`src/rtl/riscvboy_dbus_ic_if.sv`:
```
// rtl/riscvboy_dbus_ic_if.sv - core data port and slave fabric signals of the data-bus interconnect
// master: the interconnect's view; slave: the core plus slave fabric that surround it.
interface riscvboy_dbus_ic_if #(
  parameter int NUM_SLV = 4,
  parameter int AW      = 32,
  parameter int DW      = 32
);
  logic                  i_m_ren;
  logic                  i_m_wen;
  logic [AW-1:0]         i_m_addr;
  logic [DW-1:0]         i_m_wdata;
  logic [DW/8-1:0]       i_m_wstrb;
  logic [DW-1:0]         o_m_rdata;
  logic                  o_m_ready;
  logic                  o_m_err;
  logic [NUM_SLV-1:0]    o_s_req;
  logic                  o_s_we;
  logic [AW-1:0]         o_s_addr;
  logic [DW-1:0]         o_s_wdata;
  logic [DW/8-1:0]       o_s_wstrb;
  logic [NUM_SLV-1:0]    i_s_ack;
  logic [NUM_SLV*DW-1:0] i_s_rdata;

  modport master (
    input  i_m_ren, i_m_wen, i_m_addr, i_m_wdata, i_m_wstrb, i_s_ack, i_s_rdata,
    output o_m_rdata, o_m_ready, o_m_err, o_s_req, o_s_we, o_s_addr, o_s_wdata, o_s_wstrb
  );

  modport slave (
    output i_m_ren, i_m_wen, i_m_addr, i_m_wdata, i_m_wstrb, i_s_ack, i_s_rdata,
    input  o_m_rdata, o_m_ready, o_m_err, o_s_req, o_s_we, o_s_addr, o_s_wdata, o_s_wstrb
  );
endinterface

```
`src/rtl/riscvboy_dbus_ic.sv`:
```
// rtl/riscvboy_dbus_ic.sv - data-bus interconnect: region decode, req/ack handshake, error reporting
// Optional slave-acknowledge timeout is built when RISCVBOY_DBUS_TIMEOUT_EN is defined.
module riscvboy_dbus_ic #(
  parameter int NUM_SLV    = 4,
  parameter int AW         = 32,
  parameter int DW         = 32,
  parameter int REGION_LSB = 16,
  parameter int TIMEOUT    = 15
) (
  input logic                clk_sys,
  input logic                rst_n,
  riscvboy_dbus_ic_if.master bus
);
  localparam int SEL_W = (NUM_SLV > 1) ? $clog2(NUM_SLV) : 1;
  localparam int HI    = REGION_LSB + SEL_W;
  localparam logic [SEL_W:0] NUM_SLV_W = (SEL_W+1)'(NUM_SLV);

  typedef enum logic [1:0] {S_IDLE, S_WAIT, S_DONE, S_ERR} state_t;

  state_t             state;
  logic [SEL_W-1:0]   idx_q;
  logic [SEL_W-1:0]   dec_idx;
  logic [AW-1:0]      addr_hi;
  logic [NUM_SLV-1:0] dec_onehot;
  logic               dec_ok;
  logic               m_req;

`ifdef RISCVBOY_DBUS_TIMEOUT_EN
  localparam int CNT_W = $clog2(TIMEOUT + 1);
  localparam logic [CNT_W-1:0] CNT_LAST = CNT_W'(TIMEOUT - 1);
  localparam logic [CNT_W-1:0] CNT_MAX  = CNT_W'(TIMEOUT);
  logic [CNT_W-1:0] wait_cnt;
`endif

  // Any set bit above the select field, or an index past the last slave, is unmapped.
  always_comb begin
    dec_idx    = bus.i_m_addr[REGION_LSB +: SEL_W];
    addr_hi    = bus.i_m_addr >> HI;
    dec_ok     = ({1'b0, dec_idx} < NUM_SLV_W) && (addr_hi == '0);
    dec_onehot = '0;
    dec_onehot[dec_idx] = 1'b1;
    m_req      = bus.i_m_ren | bus.i_m_wen;
  end

  always_ff @(posedge clk_sys or negedge rst_n) begin
    if (!rst_n) begin
      state         <= S_IDLE;
      idx_q         <= '0;
      bus.o_s_req   <= '0;
      bus.o_s_we    <= 1'b0;
      bus.o_s_addr  <= '0;
      bus.o_s_wdata <= '0;
      bus.o_s_wstrb <= '0;
      bus.o_m_rdata <= '0;
      bus.o_m_ready <= 1'b0;
      bus.o_m_err   <= 1'b0;
`ifdef RISCVBOY_DBUS_TIMEOUT_EN
      wait_cnt      <= '0;
`endif
    end else begin
      case (state)
        S_IDLE: begin
          bus.o_m_ready <= 1'b0;
          bus.o_m_err   <= 1'b0;
          if (m_req && dec_ok) begin
            state         <= S_WAIT;
            idx_q         <= dec_idx;
            bus.o_s_req   <= dec_onehot;
            bus.o_s_we    <= bus.i_m_wen;
            bus.o_s_addr  <= bus.i_m_addr;
            bus.o_s_wdata <= bus.i_m_wdata;
            bus.o_s_wstrb <= bus.i_m_wstrb;
`ifdef RISCVBOY_DBUS_TIMEOUT_EN
            wait_cnt      <= '0;
`endif
          end else if (m_req) begin
            state         <= S_ERR;
            bus.o_m_ready <= 1'b1;
            bus.o_m_err   <= 1'b1;
            bus.o_m_rdata <= '0;
          end
        end
        S_WAIT: begin
          // Only the selected slave's acknowledge counts; it also beats a same-cycle timeout.
          if (bus.i_s_ack[idx_q]) begin
            state         <= S_DONE;
            bus.o_s_req   <= '0;
            bus.o_m_ready <= 1'b1;
            bus.o_m_err   <= 1'b0;
            bus.o_m_rdata <= bus.o_s_we ? '0 : bus.i_s_rdata[idx_q*DW +: DW];
          end
`ifdef RISCVBOY_DBUS_TIMEOUT_EN
          else if (wait_cnt == CNT_LAST) begin
            state         <= S_ERR;
            wait_cnt      <= CNT_MAX;
            bus.o_s_req   <= '0;
            bus.o_m_ready <= 1'b1;
            bus.o_m_err   <= 1'b1;
            bus.o_m_rdata <= '0;
          end else if (wait_cnt != CNT_MAX) begin
            wait_cnt <= wait_cnt + 1'b1;
          end
`endif
        end
        S_DONE, S_ERR: begin
          state         <= S_IDLE;
          bus.o_m_ready <= 1'b0;
          bus.o_m_err   <= 1'b0;
        end
        default: state <= S_IDLE;
      endcase
    end
  end
endmodule

```
`src/flat_wrapper.sv`:
```
// flat-port wrapper written by rule: the top's interface ports become plain ports
module riscvboy_dbus_ic_flat 
#(
  parameter int NUM_SLV    = 4,
  parameter int AW         = 32,
  parameter int DW         = 32,
  parameter int REGION_LSB = 16,
  parameter int TIMEOUT    = 15
)
  (clk_sys, rst_n, bus_i_m_ren, bus_i_m_wen, bus_i_m_addr, bus_i_m_wdata, bus_i_m_wstrb, bus_i_s_ack, bus_i_s_rdata, bus_o_m_rdata, bus_o_m_ready, bus_o_m_err, bus_o_s_req, bus_o_s_we, bus_o_s_addr, bus_o_s_wdata, bus_o_s_wstrb);
  riscvboy_dbus_ic_if #(.NUM_SLV(NUM_SLV), .AW(AW), .DW(DW)) bus_i ();
  input logic clk_sys;
  input logic rst_n;
  input wire logic [$bits(bus_i.i_m_ren)-1:0] bus_i_m_ren;
  input wire logic [$bits(bus_i.i_m_wen)-1:0] bus_i_m_wen;
  input wire logic [$bits(bus_i.i_m_addr)-1:0] bus_i_m_addr;
  input wire logic [$bits(bus_i.i_m_wdata)-1:0] bus_i_m_wdata;
  input wire logic [$bits(bus_i.i_m_wstrb)-1:0] bus_i_m_wstrb;
  input wire logic [$bits(bus_i.i_s_ack)-1:0] bus_i_s_ack;
  input wire logic [$bits(bus_i.i_s_rdata)-1:0] bus_i_s_rdata;
  output wire logic [$bits(bus_i.o_m_rdata)-1:0] bus_o_m_rdata;
  output wire logic [$bits(bus_i.o_m_ready)-1:0] bus_o_m_ready;
  output wire logic [$bits(bus_i.o_m_err)-1:0] bus_o_m_err;
  output wire logic [$bits(bus_i.o_s_req)-1:0] bus_o_s_req;
  output wire logic [$bits(bus_i.o_s_we)-1:0] bus_o_s_we;
  output wire logic [$bits(bus_i.o_s_addr)-1:0] bus_o_s_addr;
  output wire logic [$bits(bus_i.o_s_wdata)-1:0] bus_o_s_wdata;
  output wire logic [$bits(bus_i.o_s_wstrb)-1:0] bus_o_s_wstrb;
  assign bus_i.i_m_ren = bus_i_m_ren;
  assign bus_i.i_m_wen = bus_i_m_wen;
  assign bus_i.i_m_addr = bus_i_m_addr;
  assign bus_i.i_m_wdata = bus_i_m_wdata;
  assign bus_i.i_m_wstrb = bus_i_m_wstrb;
  assign bus_i.i_s_ack = bus_i_s_ack;
  assign bus_i.i_s_rdata = bus_i_s_rdata;
  assign bus_o_m_rdata = bus_i.o_m_rdata;
  assign bus_o_m_ready = bus_i.o_m_ready;
  assign bus_o_m_err = bus_i.o_m_err;
  assign bus_o_s_req = bus_i.o_s_req;
  assign bus_o_s_we = bus_i.o_s_we;
  assign bus_o_s_addr = bus_i.o_s_addr;
  assign bus_o_s_wdata = bus_i.o_s_wdata;
  assign bus_o_s_wstrb = bus_i.o_s_wstrb;
  riscvboy_dbus_ic #(.NUM_SLV(NUM_SLV), .AW(AW), .DW(DW), .REGION_LSB(REGION_LSB), .TIMEOUT(TIMEOUT)) u_core (.clk_sys(clk_sys), .rst_n(rst_n), .bus(bus_i));
endmodule
```
`config.mk`:
```
export PLATFORM = sky130hd
export DESIGN_NAME = riscvboy_dbus_ic_flat
export DESIGN_NICKNAME = d
export VERILOG_FILES = /design/src/rtl/riscvboy_dbus_ic_if.sv /design/src/rtl/riscvboy_dbus_ic.sv /design/src/flat_wrapper.sv
export SDC_FILE = /design/constraint.sdc
export NUM_CORES = 1
export LEC_CHECK = 0
export CELL_PAD_IN_SITES_DETAIL_PLACEMENT = 0
export CELL_PAD_IN_SITES_GLOBAL_PLACEMENT = 1
export CORE_ASPECT_RATIO = 1.25
export CORE_MARGIN = 1
export CORE_UTILIZATION = 30
export DETAILED_ROUTE_END_ITERATION = 10
export PLACE_DENSITY = 0.92
export SYNTH_ARGS = -nofsm -noshare
export SYNTH_HDL_FRONTEND = slang
export SYNTH_SLANG_ARGS = --single-unit
```
`constraint.sdc`:
```
create_clock -name clk_sys -period 4.39 [get_ports clk_sys]
set_clock_uncertainty 0.05 [all_clocks]
set_input_delay 0.6585 -clock clk_sys [delete_from_list [all_inputs] [get_ports clk_sys]]
set_output_delay 0.6585 -clock clk_sys [all_outputs]
set_load 0.02 [all_outputs]
```
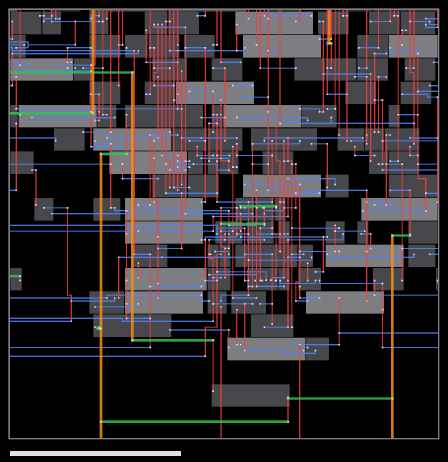
Figure 1: run 1, close-up of the layout.
Scale bar: 20 µm. Window x 34 to 84, y 78 to 128 µm. Cells in gray, sequential cells in the stronger gray; small squares are vias.
metal 4: marked orange. metal 1: marked blue. metal 2: marked red. metal 3: marked green.
Netlist names of flops here include u_core.bus.o_s_wdata (5), u_core.bus.o_s_req (4), u_core.bus.o_s_addr (3). Most frequent: clkdlybuf4s50_1 (22), dfrtp_1 (17), mux2_2 (10). 95 logic cells have their middle in the window. Sequential cells in the window: 18.

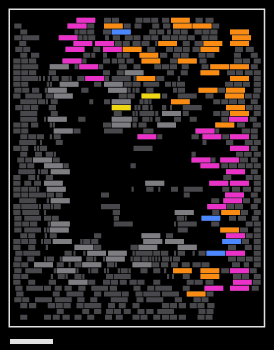
Figure 2: run 1, sequential cells grouped by signal name.
Scale bar: 20 µm. Other sequential cells in the stronger gray, the rest of the logic in the fainter gray.
u_core.state: marked yellow, sequential cells 2. u_core.bus.o_s_addr: marked magenta, sequential cells 31, where all over the die. u_core.bus.o_s_wdata: marked orange, sequential cells 32. u_core.bus.o_s_wstrb: marked blue, sequential cells 4.
Another 40 sequential cells are not colored.

==> flow_metrics.py, run 1 <==
# Flow results
metrics = {
    "outcome": {
        "status": "finished, final reports clean",
    },
    "synthesis": {
        "ys.flop_type": "dfrtp_1",
        "synth_seq_share_pct": 53.6,
        "synthCells": 365,
        "syn_area_um2": 5090,
        "ys_area_um2": 5090,
        "yosysUniqueCellTypes": 26,
    },
    "placement": {
        "dp_hpwl_um": 11900,
    },
    "layout": {
        "nets": 874,
        "nFillCells": 1401,
    },
    "flow_run": {
        "maxCapViolations": 0,
    },
    "cts": {
        "cts_tree": "yes",
        "clk_pin_slew_ns": 0.07,
        "root_buffer": "clkbuf_16",
    },
    "setup_path": {
        "start_kind": "register",
        "r2r_setup_slack_ns": 2.20,
        "cp-end-kind": "primary output",
        "reg2reg_to": "u_core.bus.o_m_rdata[10]$_DFFE_PN0P_",
        "path_class": "register to primary output",
    },
    "die": {
        "taps": 216,
        "initCoreUtil_pct": 31.0,
    },
    "drt": {
        "drtPass1Iterations": 4,
        "antenna_left": 0,
        "routed-wl-met3_um": 1050,
    },
    "power_and_ir_drop": {
        "vdd_drop_max_uv": 219,
        "powerDensity_nw_per_um2": 363,
    },
    "global_routing": {
        "grt_pass1_wl_um": 23800,
        "antenna_found_initial": 0,
        "grt_max_degree": 75,
    },
    "sta": {
        "relSlewSlack_pct": 37.9,
        "hold_violations": 0,
    },
}
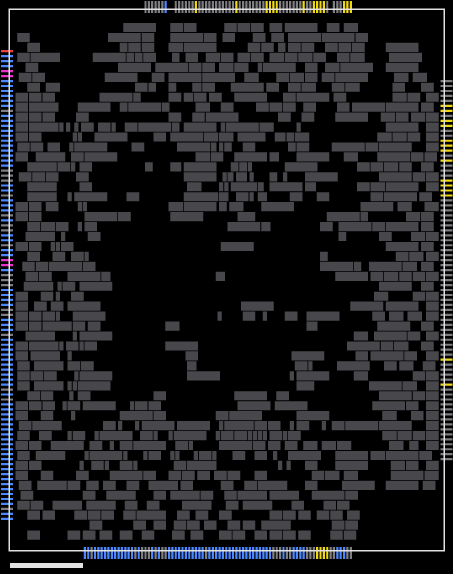
Figure 3: run 1, pin map.
Scale bar: 20 µm. Pins as bars across the die edge, other pins in gray.
bus_o_s_wdata: marked yellow, pins 32, direction output, edge 14 top, 14 right, 4 bottom. bus_i_s_ack: marked magenta, pins 4, direction input, edge left. bus_i_m_ren: marked red, pins 1, direction input, edge left. bus_i_s_rdata: marked blue, pins 128, direction input, edge 72 left, 55 bottom, 1 top.
All pins by edge: 95 left, 80 bottom, 77 right, 59 top.
die height: 148 µm
port bufs: 310
die extent in x: 118 µm

-- run 1: power by group --
part           leakage [nW]  switching [mW]  internal [mW]
combinational          2.05           0.560          0.595
sequential             1.50          0.0839           1.14
clock                 0.138           0.364          0.408
-- run 1: flip-flops by register name (all words and copies together), names as in the netlist --
signal	count
u_core.bus.o_m_rdata	32
u_core.bus.o_s_wdata	32
u_core.bus.o_s_addr	31
u_core.bus.o_s_req	4
u_core.bus.o_s_wstrb	4
u_core.state	2
u_core.bus.o_m_err	1
u_core.bus.o_m_ready	1
u_core.bus.o_s_we	1
u_core.idx_q	1
-- run 1: cell families (layout without fill, tap and decap cells) --
family,after synthesis,in the layout,synth area share [%]
AOI/OAI and AO/OA,7,7,1.11
buffers and inverters,56,366,4.84
DFF,109,109,53.6
muxes,125,125,34.0
and+or+nand+nor,68,68,6.47
-- run 1: metal layers --
metal | GRT usage (%) | vias to the layer above
met1 | 19.5 | 1974
met2 | 32.1 | 210
met3 | 4.01 | 28
met5 | 0 | -
li1 | - | 1890
met4 | 7.53 | 0
-- run 1: placed cells by master, fill, tap and decap left out --
cell	synthesis	layout
clkdlybuf4s50_1	0	309
dfrtp_1	109	108
mux2_2	61	61
nand2_1	35	35
inv_1	34	34
mux4_2	32	32
mux2i_1	32	32
nor2b_1	16	15
clkbuf_16	0	9
buf_4	0	6
nor2_1	6	5
nor4_1	3	3
clkinv_4	0	3
nor3b_1	2	2
o21ai_0	2	2
or2_2	1	1
and4_1	1	1
nor2b_4	0	1
nand2b_1	1	1
and3b_1	1	1
a222oi_1	1	1
o21ba_2	1	1
nor3_1	1	1
nor2_2	0	1
a31oi_4	0	1
and3_1	1	1
o22ai_1	1	1
o21a_1	1	1
clkinvlp_4	0	1
inv_8	0	1
clkbuf_8	0	1
clkbuf_1	7	1
buf_12	0	1
dfrtp_2	0	1
-- run 1: through the flow --
stage	instance area (µm²)	std cells	power (mW)	util (%)	worst slack [ns]
3_3_place_gp	8420	875	2.39	51.3	1.47
6_report	8700	891	3.16	53.1	1.63
3_5_place_dp	8420	875	2.42	51.3	1.33
2_1_floorplan	5090	365	1.83	-	2.23
4_1_cts	8700	891	3.22	53.1	1.57
5_1_grt	8700	891	3.33	53.1	1.47
-- run 1: critical path, cell delays in order, from the launching register on --
cell and delay, ns:
dfrtp_2 0.44, buf_4 0.52, clkdlybuf4s50_1 0.73
-- run 1: worst max path at each step --
stage | slack, ns | depth (start not counted) | end
detailed placement | 1.33 | 6 | u_core.bus.o_s_wdata[29]$_DFFE_PN0P_
floorplan | 2.23 | 7 | u_core.bus.o_s_addr[22]$_DFFE_PN0P_
CTS | 1.57 | 2 | bus_o_s_addr[16]
global placement | 1.47 | 6 | u_core.bus.o_s_wdata[25]$_DFFE_PN0P_
finish | 1.63 | 2 | bus_o_s_addr[16]
global route | 1.47 | 2 | bus_o_s_addr[16]
-- run 1: cell usage after synthesis (2+ instances only) --
cell type / number
nor2b_1: 16
o21ai_0: 2
inv_1: 34
buf_6: 3
nand2_1: 35
mux2i_1: 32
nor4_1: 3
mux2_2: 61
nor2_1: 6
clkbuf_1: 7
mux4_2: 32
buf_2: 11
nor3b_1: 2
dfrtp_1: 109
Figure 4. Signal wires on met1 (run 1).
Scale bar: 20 µm.
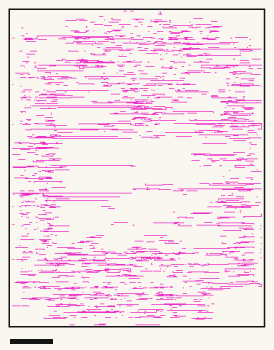

==> run 2: changes to the inputs <==
CORE_UTILIZATION = 28   (was 30)
PLACE_DENSITY = 0.87   (was 0.92)
clock period = 2.6 ns   (was 4.39 ns; I/O delays follow)
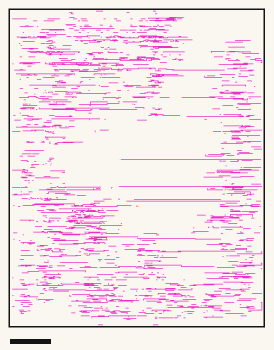
Figure 5: run 2, signal wires on met1.
Scale bar: 20 µm.
The wires run mostly horizontal. The layer holds 35% of the routed length. The longest straight run is 69.0 µm.
via count: 4125
final wirelength: 15100 µm
grt met1 use: 17.1%

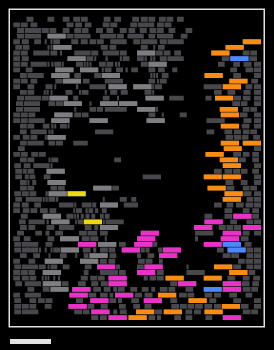
Figure 6: run 2, sequential cells grouped by signal name.
Scale bar: 20 µm. Other sequential cells in the stronger gray, the rest of the logic in the fainter gray.
u_core.state: marked yellow, sequential cells 2. u_core.bus.o_s_wstrb: marked blue, sequential cells 4. u_core.bus.o_s_addr: marked magenta, sequential cells 31. u_core.bus.o_s_wdata: marked orange, sequential cells 32.
Another 40 sequential cells are not colored.
post-layout util: 49.9%
storage element area: 2730 µm²

==> flow_metrics.py, run 2 <==
# Flow results
metrics = {
    "outcome": {
        "status": "finished, final reports clean",
    },
    "die": {
        "initCoreUtil_pct": 28.8,
        "die_h_um": 153,
    },
    "setup_path": {
        "crit_family": "AND-OR/OR-AND gates",
        "crit_chain": "clkdlybuf4s50_1 > or2_2 > a222oi_1 > a31oi_4 > buf_12 > mux2i_1",
        "start_kind": "primary input",
        "path_class": "primary input to register",
        "reg2reg_to": "u_core.bus.o_m_rdata[3]$_DFFE_PN0P_",
        "r2r_setup_slack_ns": 0.52,
        "path_buffers": 2,
        "cp-end-kind": "register",
    },
    "synthesis": {
        "synth_seq_share_pct": 53.6,
        "synthCells": 365,
        "yosysUniqueCellTypes": 26,
        "top_cell": "dfrtp_1",
    },
    "drt": {
        "routed-wl-met3_um": 1210,
    },
    "power_and_ir_drop": {
        "vdd_drop_max_uv": 287,
        "powerDensity_nw_per_um2": 622,
    },
    "layout": {
        "reg_top3": "u_core.bus.o_m_rdata: 32 flops, u_core.bus.o_s_wdata: 32 flops, u_core.bus.o_s_addr: 31 flops",
        "nets": 878,
        "mostFrequentLayoutCells": "309 x clkdlybuf4s50_1, 108 x dfrtp_1, 61 x mux2_2, 35 x nand2_1, 34 x inv_1",
    },
    "sta": {
        "relSlewSlack_pct": 61.8,
        "hold_violations": 0,
        "worst_slack_ns": 0.419,
    },
    "cts": {
        "cts_tree": "yes",
    },
    "global_routing": {
        "antenna_found_initial": 0,
        "grt_max_degree": 67,
        "grt_pass1_wl_um": 23200,
    },
    "placement": {
        "dpl_worst_slack_ns": 0.0468,
    },
    "flow_run": {
        "maxCapViolations": 0,
    },
}
run 2: cell counts after synthesis:
Identical to the previous run, type by type.
run 2: logic make-up after synthesis:
logic type	Yosys count	share of synthesized area [%]
compound gates	7	1.11
buf+inv	56	4.84
flops	109	53.6
mux	125	34.0
simple gates	68	6.47
run 2: worst max path at each step:
| stage | endpoint | start | cells past startpoint | slack (ns) |
|---|---|---|---|---|
| after CTS | bus_o_s_addr[16] | u_core.idx_q[0]$_DFFE_PN0P_ | 2 | 0.39 |
| final | u_core.bus.o_m_rdata[3]$_DFFE_PN0P_ | bus_i_m_wen | 6 | 0.42 |
| after global placement | u_core.bus.o_s_wdata[24]$_DFFE_PN0P_ | bus_i_m_addr[26] | 6 | 0.1 |
| after global routing | u_core.bus.o_m_rdata[8]$_DFFE_PN0P_ | bus_i_m_wen | 6 | 0.28 |
| after detailed placement | u_core.bus.o_m_rdata[6]$_DFFE_PN0P_ | bus_i_m_ren | 6 | 0.05 |
| after floorplan | u_core.bus.o_s_req[0]$_DFFE_PN0P_ | u_core.idx_q[0]$_DFFE_PN0P_ | 5 | 0.57 |
run 2: report_power, final:
part | switching [mW] | internal, mW
Sequential | 0.140 | 1.93
Combinational | 0.959 | 1.03
Clock | 0.632 | 0.787
run 2: through the flow:
| step | hold WS (ns) | instances | utilization (%) | instance area [µm²] |
|---|---|---|---|---|
| 2_1_floorplan | 0.0444 | 365 | - | 5090 |
| 3_3_place_gp | 0.217 | 886 | 48.1 | 8490 |
| 3_5_place_dp | 0.223 | 886 | 48.1 | 8490 |
| 4_1_cts | 0.423 | 903 | 49.9 | 8800 |
| 5_1_grt | 0.465 | 903 | 49.9 | 8800 |
| 6_report | 0.419 | 903 | 49.9 | 8800 |
run 2: metal layers:
metal / vias up / global-route usage [%]
met2: 234 / 30.5
li1: 1898 / -
met5: - / 0
met4: 0 / 8.77
met3: 26 / 3.44
met1: 1967 / 17.1
run 2: final cells by class:
type / count / area (µm²)
fillers: 1551 / 8830
repair buffers: 320 / 3230
flip-flops and latches: 109 / 2730
multi-input cells: 200 / 2130
well taps: 224 / 280
clock buffers: 11 / 243
inverters: 34 / 128
clock inverters: 5 / 63.8
Figure 7. Close-up of the layout (run 2).
Scale bar: 20 µm. Window x 36 to 86, y 82 to 132 µm. Cells in gray, sequential cells in the stronger gray; small squares are vias.
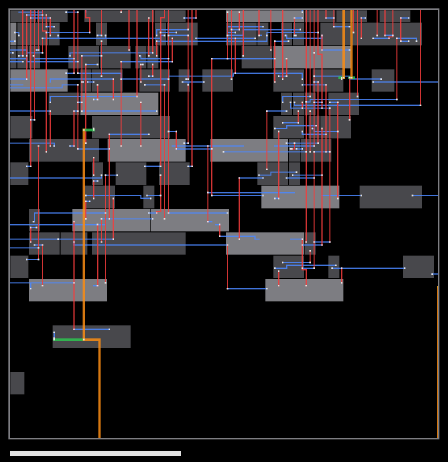

==> run 3: changes to the inputs <==
CORE_UTILIZATION = 25   (was 28)
PLACE_DENSITY = 0.82   (was 0.87)
clock period = 2 ns   (was 2.6 ns; I/O delays follow)
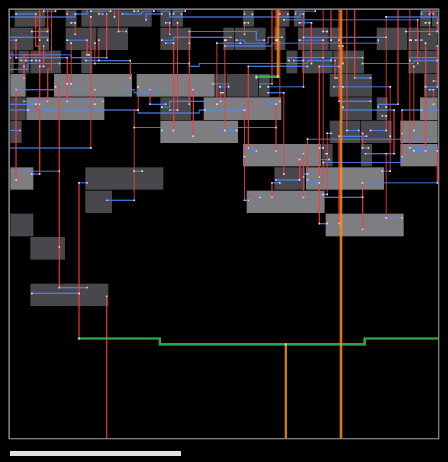
Figure 8: run 3, close-up of the layout.
Scale bar: 20 µm. Window x 40 to 90, y 88 to 138 µm. Cells in gray, sequential cells in the stronger gray; small squares are vias.
metal 2: marked red. metal 3: marked green. metal 1: marked blue. metal 4: marked orange.
Most frequent: nand2_1 (12), mux2i_1 (11). 57 logic cells have their middle in the window. Netlist names of flops here include u_core.bus.o_m_rdata (9). Sequential cells in the window: 9.

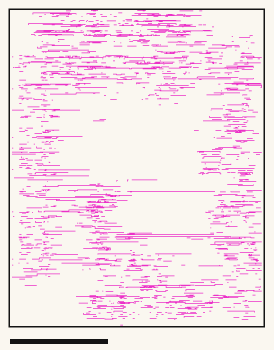
Figure 9: run 3, signal wires on met1.
Scale bar: 50 µm.
The layer carries 5430 µm of wire. 739 nets have wire on it. The wires run mostly horizontal.
final wirelength: 15200 µm
via count: 4176
grt met1 use: 15.0%

==> flow_metrics.py, run 3 <==
# Flow results
metrics = {
    "outcome": {
        "status": "finished, violations left",
        "violations": "design-rule violations",
    },
    "die": {
        "die_x_um": 130,
        "die_h_um": 161,
        "initCoreUtil_pct": 25.4,
    },
    "power_and_ir_drop": {
        "p_total_mw": 7.04,
        "switching_share_pct": 32.0,
        "cellInternalPower_mw": 4.78,
        "p_sw_mw": 2.25,
        "p_clk_share_pct": 23.7,
    },
    "synthesis": {
        "top_cell": "dfrtp_1",
        "netlist_top_cells_count": "109 x dfrtp_1, 61 x mux2_2, 35 x nand2_1",
    },
    "drt": {
        "drc_errors": 4,
        "antenna_left": 0,
    },
    "layout": {
        "nFillCells": 1859,
        "reg_top3": "u_core.bus.o_m_rdata: 32 flops, u_core.bus.o_s_wdata: 32 flops, u_core.bus.o_s_addr: 31 flops",
        "final_cells": 961,
        "mostFrequentLayoutCells": "308 x clkdlybuf4s50_1, 108 x dfrtp_1, 60 x mux2_2, 35 x nand2_1, 34 x inv_1",
    },
    "cts": {
        "clk_pin_slew_ns": 0.07,
    },
    "global_routing": {
        "antenna_found_initial": 0,
    },
}
## run 3: cells by family after synthesis
kind of cell / after synthesis / share of synthesized area [%]
DFF: 109 / 53.6
buffers and inverters: 56 / 4.84
muxes: 125 / 34.0
and+or+nand+nor: 68 / 6.47
AOI/OAI and AO/OA: 7 / 1.11
## run 3: path summary, 6_finish.rpt
| check | from | end | slack [ns] | depth (start not counted) |
|---|---|---|---|---|
| setup / recovery | u_core.idx_q[0]$_DFFE_PN0P_ | u_core.bus.o_s_req[0]$_DFFE_PN0P_ | 0.10 | 5 |
| max in group asynchronous | rst_n | u_core.bus.o_s_wdata[23]$_DFFE_PN0P_ | 0.87 | 3 |
| hold reg to reg | u_core.bus.o_s_addr[20]$_DFFE_PN0P_ | u_core.bus.o_s_addr[20]$_DFFE_PN0P_ | 0.45 | 1 |
| min in group clk_sys | u_core.bus.o_s_addr[20]$_DFFE_PN0P_ | u_core.bus.o_s_addr[20]$_DFFE_PN0P_ | 0.45 | 1 |
| hold / removal | rst_n | u_core.bus.o_m_rdata[3]$_DFFE_PN0P_ | 0.43 | 2 |
| setup reg to reg | u_core.idx_q[0]$_DFFE_PN0P_ | u_core.bus.o_s_req[0]$_DFFE_PN0P_ | 0.10 | 5 |
## run 3: power groups by stage
stage | sequential [mW] | combinational (mW) | clock (mW)
after floorplan | 3.07 | 0.945 | 0
after global placement | 2.72 | 2.67 | 0
after detailed placement | 2.73 | 2.72 | 0
after CTS | 2.70 | 2.72 | 1.75
after global routing | 2.74 | 2.87 | 1.83
final | 2.70 | 2.67 | 1.67
## run 3: worst max-delay path, cell delays in order, from the launching register on
cell and delay, ns:
dfrtp_2 0.44, mux2_4 0.32, a222oi_1 0.32, buf_4 0.19, o21ba_2 0.19, mux2_2 0.28
## run 3: metal layers
metal,track usage [%],vias to the layer above,wire (µm)
met5,0,-,0
met4,5.76,0,307
met3,4.24,19,1350
met2,26.9,200,8170
met1,15.0,2043,5430
li1,-,1914,-
## run 3: through the flow
stage          utilization (%)  hold WS (ns)  area, µm²
2_1_floorplan                -       -0.0456       5090
3_3_place_gp              43.2         0.256       8650
3_5_place_dp              43.2         0.273       8650
4_1_cts                   44.6         0.444       8930
5_1_grt                   44.6         0.463       8940
6_report                  44.6         0.429       8940
## run 3: timing repair
action                                 4_1_cts  5_1_grt
resized                                      1        1
setup endpoints to repair                    1        5
endpoints found under the hold margin       33        0
setup buffers                                0        1
hold buffers                                 1        0
pin swaps                                    0        1
## run 3: layout make-up
type	instances	area, µm²	share of cell area, %
flip-flops and latches	109	2730	30.5
clock buffers	9	225	2.52
multi-input cells	200	2140	23.9
repair buffers	333	3340	37.3
well taps	270	338	3.78
clock inverters	6	50.0	0.560
inverters	34	128	1.43

==> gallery <==
Clock wiring as the flow saved it.
image #1
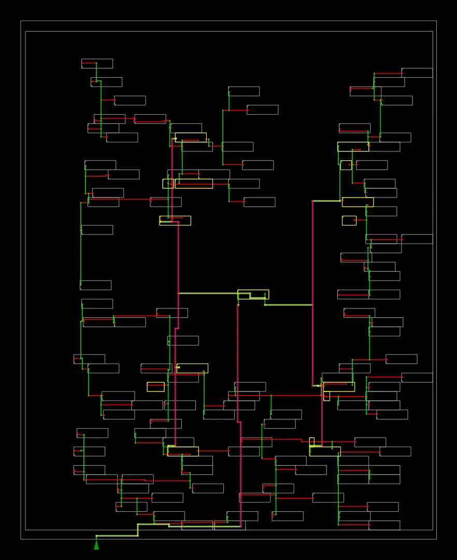
image #2
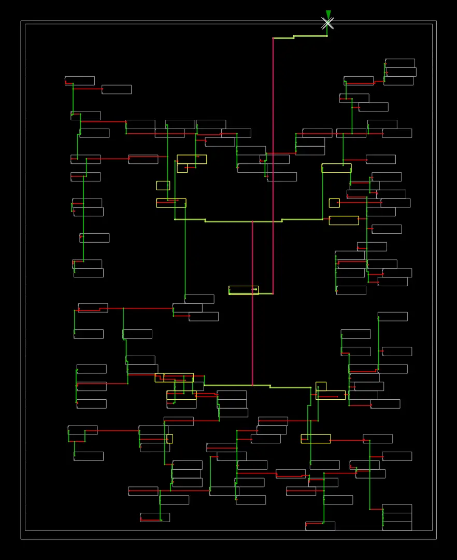
image #3
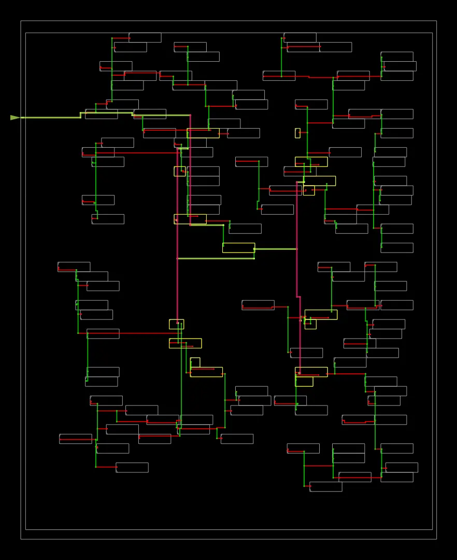
- image #1 = run 2
- image #3 = run 1
- image #2 = run 3

No activity file was given, so power comes from the tool's default toggle rates.
